Figure 1. Register map, names as in the netlist.
The bar under the picture is 10 µm long. Other sequential cells in the stronger grey, the rest of the logic in the fainter grey.
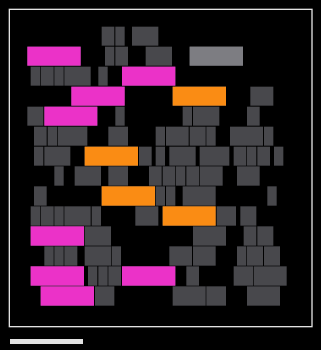
Figure 2. The metal 1 layer.
The bar under the picture is 10 µm long.
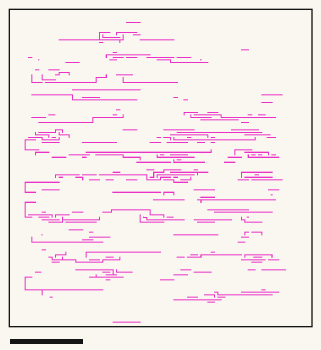
Figure 3. Wiring heat map.
The bar under the picture is 10 µm long. 8 x 9 tiles, from dark blue (low) to red (high), scaled to the fullest tile. Values are wire area over tile area, all layers added.
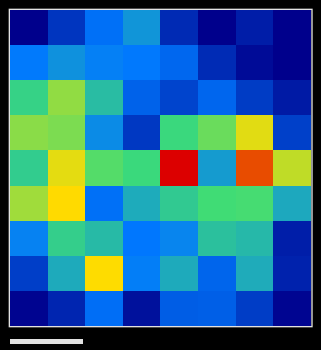
Figure 4. Pin placement.
The bar under the picture is 10 µm long. Pins as bars across the die edge, other pins in grey.
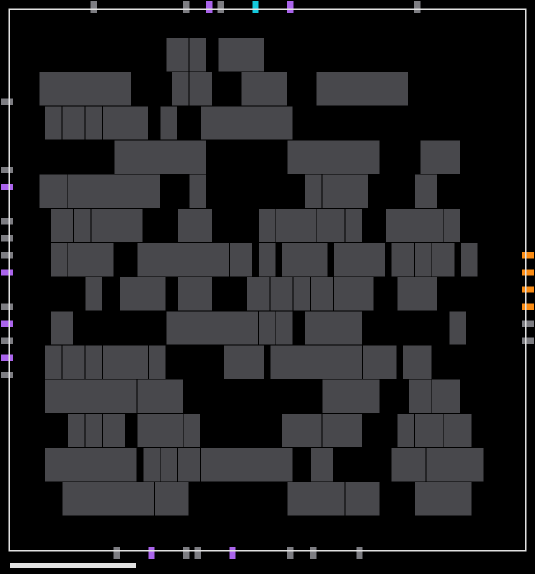
Figure 5. Clock nets.
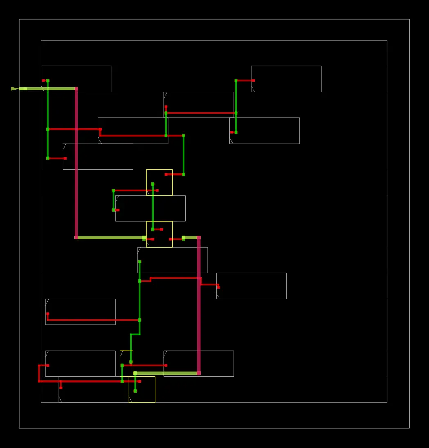
Design can_shift_reg_flat, sky130hd; sources not shown.
==> run_results.csv <==
group,metric,value,unit
status,status,"complete, no violations",
logic_synthesis,postSynthCellCount,98,
finish,final_cells,112,
job,max_cap_violations,0,
sta,final_max_slew_viol_count,0,
min_path,hold_path.class,"in -> reg",
setup_path,cp_max_fo,6,
sta,max_freq,430,MHz
clock_tree,clk_pin_slew,0.08,ns
setup_path,path_class,"reg -> out",
logic_synthesis,top_area_cell,"dfxtp_1",
logic_synthesis,yosysSeqAreaShare,32.2,%
clock_tree,root_buffer,"clkbuf_4",
placement,place_congestion,0.672,
clock_tree,htreeDepth,1,
logic_synthesis,yosysUniqueCellTypes,25,
sta,min_period_over_period,86.9,%
drt,initialDrtViolationCount,5,
sta,worstMarginPinSlew,0.430,ns
power,leakage,0.000337,µW
logic_synthesis,area_leaders,"dfxtp_1, mux2i_1, nor2_1",
clock_tree,cts_tree,"yes",
sta,relSlewSlack,71.3,%
finish,drive_above_1_share,5.21,%
clock_tree,post_cts_buffers,0,
sta,rsz0062_at_grt,"no",
clock_tree,cts_sinks,13,
clock_tree,clk_path_buf_depth,2,
min_path,whs_path_depth,2,
drt,drc,0,
finish,largest_register_ffs,8,
sta,setup_viol,0,
sta,fin_crit,2.33,ns
die,row_count,14,
setup_path,worstSetupStartpointType,"flop",
logic_synthesis,ys_cells,98,
global_routing,grt_max_degree,18,
sta,finalSetupTns,0,ns
clock_tree,cts_buffers,3,
logic_synthesis,synth.cell_area,808,µm²
drt,via_per_inst,5.72,
setup_path,r2r_cells,6,
die,initial_utilization,58.4,%
die,coreArea,0.00138,mm²
clock_tree,clock.latency.late_pin,0.27,ns
clock_tree,ctsResizeCount,0,
power,power.density,451,mW/mm²
finish,area_growth,0.929,%
logic_synthesis,ys_area,808,µm²
logic_synthesis,ys.warnings.count,0,
global_routing,antenna_found_initial,0,
setup_path,cp.required,2.41,ns
job,warning_count,27,
die,die-area,0.00176,mm²
setup_path,cp-end-kind,"primary output",
sta,hold_violations,0,
setup_path,worst-r2r-setup-slack,0.83,ns
global_routing,grt_overflow,0,
global_routing,grt_pass1_vias,629,
logic_synthesis,fp_nets,122,
placement,dp.final_hpwl,1.15,mm
setup_path,cp.arrival,2.06,ns
logic_synthesis,syn_avg_cell_area,8.25,µm²
logic_synthesis,top_area_share,32.2,%
sta,skew,0.00142,ns
die,ioPinCount,33,
clock_tree,cts_hold_buffers,0,
global_routing,grt_pass1_wl,2.44,mm
placement,placed_cells,108,
logic_synthesis,ys_ff,13,
drt,dr.pass1.iters,3,
finish,num-nets-final,121,
drt,ant_nets,0,
power,max-vdd-ir-drop,0.423,mV
-- Figure 1 (at the start) --
`u_core.bus.par_out`: marked magenta, placed flops 8. `u_core.bus.bit_cnt`: marked orange, placed flops 4, where centre.
Another 1 sequential cells are not coloured.
P_seq: 208 µW
post-layout util: 59.0%
Seq area share: 31.9%
storage element area: 260 µm²

-- Figure 2 (at the start) --
The layer carries 614 µm of wire. The wires run mostly horizontal. The layer holds 41% of the routed length.
WL final: 1.48 mm
via count: 641
grt met1 use: 21.2%

-- Figure 3 (at the start) --
The mean over all tiles is 0.14. The emptiest ninth of the die: upper right. 21% of the tiles are over half the peak. 8.3% of the tiles are nearly empty. The fullest tile reaches 0.44.
DR WL/cell: 13.2 µm
total track usage: 20.5%

-- Figure 4 (at the start) --
`bus_serial_in`: marked cyan, pins 1, direction input, edge top. `bus_par_out`: marked purple, pins 8, direction output, edge 4 left, 2 top, 2 bottom. `bus_len`: marked orange, pins 4, direction input, edge right.
All pins by edge: 12 left, 8 bottom, 7 top, 6 right.
Chip Height: 43 µm
chip width: 41 µm
input/output buffers: 0

-- Figure 5 (at the start) --
registers: 13
clock buf count: 4

## layer usage
metal | vias to the layer above | global-route usage [%] | part of all wire [%]
met3 | 4 | 7.85 | 8.2
met4 | 0 | 12.0 | 2.0
met2 | 22 | 32.8 | 48
met5 | - | 0 | 0
li1 | 329 | - | -
met1 | 286 | 21.2 | 41
## layout make-up
class	instances	area (µm²)
multi-input cells	77	502
inverters	2	7.51
clock buffers	4	26.3
fillers	127	568
well taps	16	20.0
flip-flops and latches	13	260
## Yosys cell counts
library cell and instances:
a21o_1 3, a21oi_1 11, buf_1 1, buf_4 2, buf_6 1, clkbuf_1 1, clkbuf_2 1, dfxtp_1 13
ha_1 6, inv_1 2, mux2i_1 10, nand2_1 3, nand2b_1 3, nand3_1 3, nand4_1 1, nand4b_1 1
nor2_1 23, nor2b_1 1, nor3_1 2, o2111a_1 1, o21ai_1 1, or2_2 1, or3_4 1, xnor2_1 4
xor2_1 2
## per-stage QoR
step                hold WS (ns)  setup slack [ns]  power, µW  area [µm²]
finish                     0.132             0.352        368         816
global route               0.138             0.224        386         816
CTS                        0.132             0.342        370         816
detailed placement         0.417             0.644        252         790
global placement           0.410             0.729        250         790
floorplan                  0.407             0.786        256         808
## critical path: stages, from the launching register on
cell and delay, ns:
dfxtp_1 0.55, inv_1 0.20, ha_1 0.32, nand2b_1 0.14, a21o_1 0.17, a21o_1 0.17, a21o_1 0.24
## cells in the final DEF, fill, tap and decap left out, drive strengths merged
master / n
nor2: 23
dfxtp: 13
a21oi: 11
mux2i: 10
ha: 6
xnor2: 4
clkbuf: 4
nand2b: 3
a21o: 3
nand3: 3
nand2: 3
inv: 2
nor3: 2
xor2: 2
nor2b: 1
or2: 1
or3: 1
o21ai: 1
nand4b: 1
o2111a: 1
nand4: 1
## cell families after synthesis
family                     after synthesis  share of synthesized area, %
AOI/OAI and AO/OA                       16                          11.6
DFF                                     13                          32.2
and+or+nand+nor                         39                          22.3
xor gates and xnor gates                 6                          6.50
adders and majority gates                6                          9.29
buffers and inverters                    8                          5.73
muxes                                   10                          12.4
## where the power goes
group          internal [µW]  leakage (µW)  switching (µW)
registers                198      0.000106            10.6
logic                   21.1      0.000217            17.9
clock network           57.7     0.0000150            63.2
total                    276      0.000337            91.7
Power figures rest on the tool's default switching activity, not on a simulated workload.
